===== src/rtl/branch_predictor.sv =====
// Direct-mapped BTB with 2-bit saturating counters, combinational lookup on pc_f, trained by the E2 update port.
// Optional perf counters are built only when BP_PERF_CNT_EN is defined; otherwise both perf outputs are tied to zero.
module branch_predictor #(
    parameter int ENTRIES = 16,
    parameter int IDX_W   = $clog2(ENTRIES)
) (
    input  logic        clk,
    input  logic        rst,
    input  logic [31:0] pc_f,
    output logic        pred_taken_f,
    output logic [31:0] pred_pc_f,
    input  logic        upd_en,
    input  logic [31:0] upd_pc,
    input  logic        upd_taken,
    input  logic [31:0] upd_target,
    input  logic        upd_is_jump,
    input  logic        upd_mispredict,
    output logic [31:0] perf_branches,
    output logic [31:0] perf_mispredicts
);
    localparam int TAG_W = 32 - IDX_W - 2;

    logic [ENTRIES-1:0] valid_q;
    logic [1:0]         ctr_q    [ENTRIES];
    logic               jump_q   [ENTRIES];
    logic [TAG_W-1:0]   tag_q    [ENTRIES];
    logic [31:0]        target_q [ENTRIES];

    logic [IDX_W-1:0] f_idx;
    logic [TAG_W-1:0] f_tag;
    logic             f_hit;
    logic [IDX_W-1:0] u_idx;
    logic [TAG_W-1:0] u_tag;
    logic             u_hit;

    assign f_idx = pc_f[IDX_W+1:2];
    assign f_tag = pc_f[31:IDX_W+2];
    assign f_hit = valid_q[f_idx] && (tag_q[f_idx] == f_tag);

    assign u_idx = upd_pc[IDX_W+1:2];
    assign u_tag = upd_pc[31:IDX_W+2];
    assign u_hit = valid_q[u_idx] && (tag_q[u_idx] == u_tag);

    // Lookup reads stored state only, so a same-cycle update is not bypassed.
    assign pred_taken_f = f_hit && (jump_q[f_idx] || ctr_q[f_idx][1]);
    assign pred_pc_f    = pred_taken_f ? target_q[f_idx] : pc_f + 32'd4;

    always_ff @(posedge clk) begin
        if (rst) begin
            for (int i = 0; i < ENTRIES; i++) begin
                valid_q[i] <= 1'b0;
                ctr_q[i]   <= 2'b01;
            end
        end else if (upd_en) begin
            if (u_hit) begin
                if (upd_taken) begin
                    if (ctr_q[u_idx] != 2'b11) ctr_q[u_idx] <= ctr_q[u_idx] + 2'b01;
                end else begin
                    if (ctr_q[u_idx] != 2'b00) ctr_q[u_idx] <= ctr_q[u_idx] - 2'b01;
                end
            end else if (upd_taken) begin
                valid_q[u_idx] <= 1'b1;
                ctr_q[u_idx]   <= 2'b10;
            end
        end
    end

    // Payload fields carry no reset; they are meaningful only while valid is set.
    always_ff @(posedge clk) begin
        if (!rst && upd_en && upd_taken) begin
            tag_q[u_idx]    <= u_tag;
            target_q[u_idx] <= upd_target;
            jump_q[u_idx]   <= upd_is_jump;
        end
    end

`ifdef BP_PERF_CNT_EN
    logic [31:0] branches_q;
    logic [31:0] mispredicts_q;
    logic        unused_bits;

    always_ff @(posedge clk) begin
        if (rst) begin
            branches_q    <= 32'h0;
            mispredicts_q <= 32'h0;
        end else if (upd_en) begin
            branches_q <= branches_q + 32'd1;
            if (upd_mispredict) mispredicts_q <= mispredicts_q + 32'd1;
        end
    end

    assign perf_branches    = branches_q;
    assign perf_mispredicts = mispredicts_q;
    assign unused_bits      = ^{pc_f[1:0], upd_pc[1:0]};
`else
    logic unused_bits;

    assign perf_branches    = 32'h0;
    assign perf_mispredicts = 32'h0;
    assign unused_bits      = ^{pc_f[1:0], upd_pc[1:0], upd_mispredict};
`endif

endmodule


===== config.mk =====
export PLATFORM = sky130hd
export DESIGN_NAME = branch_predictor
export DESIGN_NICKNAME = d
export VERILOG_FILES = /design/src/rtl/branch_predictor.sv
export SDC_FILE = /design/constraint.sdc
export NUM_CORES = 1
export LEC_CHECK = 0
export CORE_MARGIN = 2
export CORE_UTILIZATION = 25
export CTS_CLUSTER_SIZE = 28
export DETAILED_ROUTE_END_ITERATION = 8
export HOLD_SLACK_MARGIN = 0.15
export RECOVER_POWER = 50
export REMOVE_ABC_BUFFERS = 1
export SLEW_MARGIN = 15
export SYNTH_ARGS = -nofsm -noshare
export SYNTH_HDL_FRONTEND = slang
export SYNTH_SLANG_ARGS = --single-unit

===== constraint.sdc =====
create_clock -name clk -period 8.67 [get_ports clk]
set_input_delay 2.601 -clock clk [delete_from_list [all_inputs] [get_ports clk]]
set_output_delay 2.601 -clock clk [all_outputs]
set_load 0.01 [all_outputs]

==> flow_summary.yaml <==
# yosys + openroad results
status:
  status: "finished, violations left"
  violations: "capacitance limit, slew limit, setup timing"
finish:
  n_clock_buffer: 120
  logic_gates: 1016
  seq_share_pct: 55.75
  drive_above_1_share_pct: 33.89
  buffer_area_share_pct: 7.204
  stdcell_count: 4925
  dominant_cells: "registers"
  fillCellCount: 16730
  inv_count: 18
  area_growth_pct: 21.79
  final_area_mm2: 0.05314
  seqCellArea_mm2: 0.02963
run:
  max_cap_viol_count: 5
yosys:
  ys_ff: 992
  netlist_area_mm2: 0.04364
  async_flop_share_pct: 0
  top_cell_area_share_pct: 67.17
  synth_seq_share_pct: 67.90
  syn_avg_cell_area_um2: 20.15
  synthDistinctLibCells: 60
  ys_top_logic_family: "multiplexers"
power:
  p_sw_mw: 2.362
  leakage_nw: 16.88
  p_per_area_mw_per_mm2: 199.1
  power.internal_mw: 8.220
  seq-power_mw: 5.32
setup_path:
  cp-start-kind: "input pin"
  r2r_end: "ctr_q[14][0]"
  cpPeakStageDelay_ns: 0.57
  path_buffers: 8
  slowest_stage: "mux4_2"
  worst_r2r_path_depth: 10
routing:
  vias: 23930
  antenna_left: 0
  drtPass1Iterations: 8
  vias_per_cell: 4.858
  wire_per_inst_um: 26.49
  drt_iter0_markers: 2620
sta:
  fin_worst_skew_ns: 0.03889
  setup_viol: 32
  worst_slack_ns: -0.3436
  drv_slew: 81
global_route:
  overflow: 0
  met2_usage_pct: 24.66
  use_met3_pct: 2.364
floorplanning:
  die-area_mm2: 0.1779
  taps: 2325
  rows: 153
  core_mm2: 0.1736
  die_h_um: 421.8
  dieWidth_um: 421.8
place:
  globalplace.congestion: 0.8415
  dp_hpwl_mm: 79.35
clocking:
  cts_tree: "done"
worst_hold_path:
  hp-start: "valid_q[7]"
[registers in the layout, summed over array words and instances (netlist names)]
| signal | cells |
|---|---|
| valid_q | 16 |
| tag_q | 416 |
| ctr_q | 32 |
| target_q | 512 |
| jump_q | 16 |
[cells by family (layout without fill, tap and decap cells)]
family | Yosys count | in the layout
AOI/OAI and AO/OA | 165 | 165
adders and majority gates | 1 | 1
buffers and inverters | 221 | 583
xor gates and xnor gates | 77 | 77
other | 1 | 73
and+or+nand+nor | 208 | 208
DFF | 992 | 992
muxes | 501 | 501
[routing by layer]
layer  wire, µm  share of wire (%)
met5         77              0.059
met4       4901                3.8
met3       8456                6.5
met2      65930                 51
met1      51080                 39
Figure 1. Where the registers sit.
Drawn at 1 px/µm.
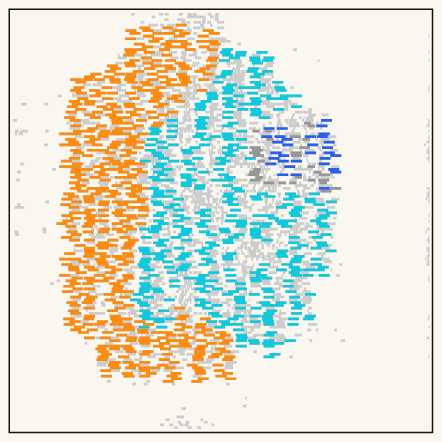
- cyan: tag_q (placed flops 416)
- orange: target_q (placed flops 512)
- blue: ctr_q (placed flops 32)
- not coloured: 32

Figure 2. Wires at chosen ports, followed through buffers.
Drawn at 1 px/µm.
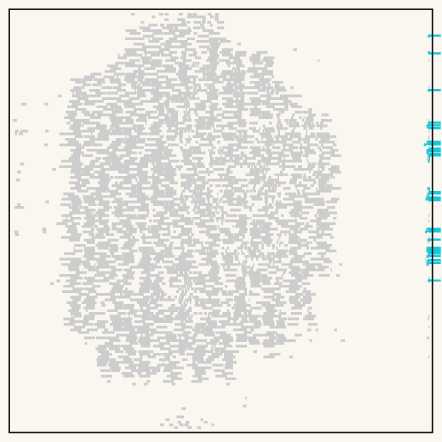
- cyan: perf_branches (bits 32; direction output; edge right; end cells 32; wire 114 µm)

Figure 3. Clock nets.
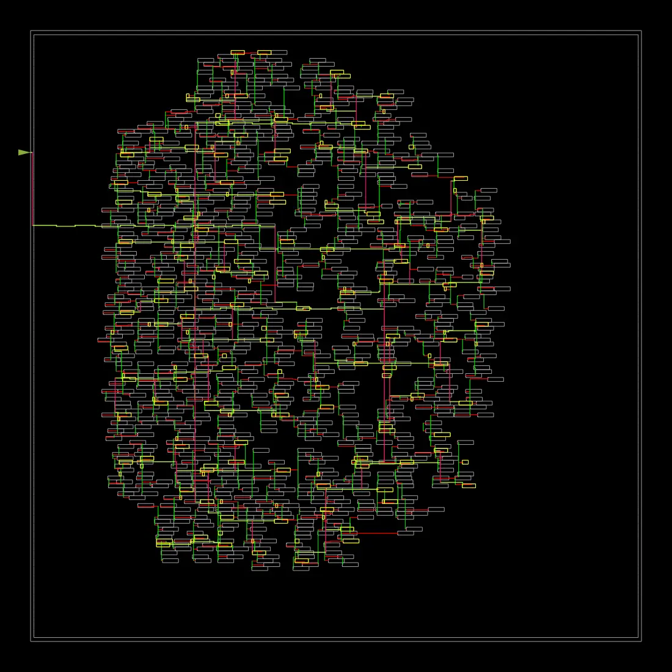
Clk power: 4.37 mW
clk_lat worst skew: 0.72 ns
TritonCTS Buffers: 99

Figure 4. Local utilization.
Drawn at 0.5 px/µm. 21 x 21 tiles, from dark purple (low) to yellow (high), 0 to 100% covered.
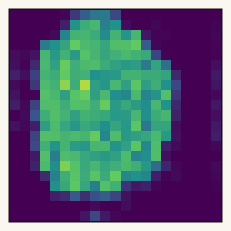
- fullest tile: 89%
- tiles over 75% full: 2.5%
- mean over tiles: 28%
- densest ninth of the die: middle
- emptiest ninth of the die: bottom right

Power figures rest on the tool's default switching activity, not on a simulated workload.
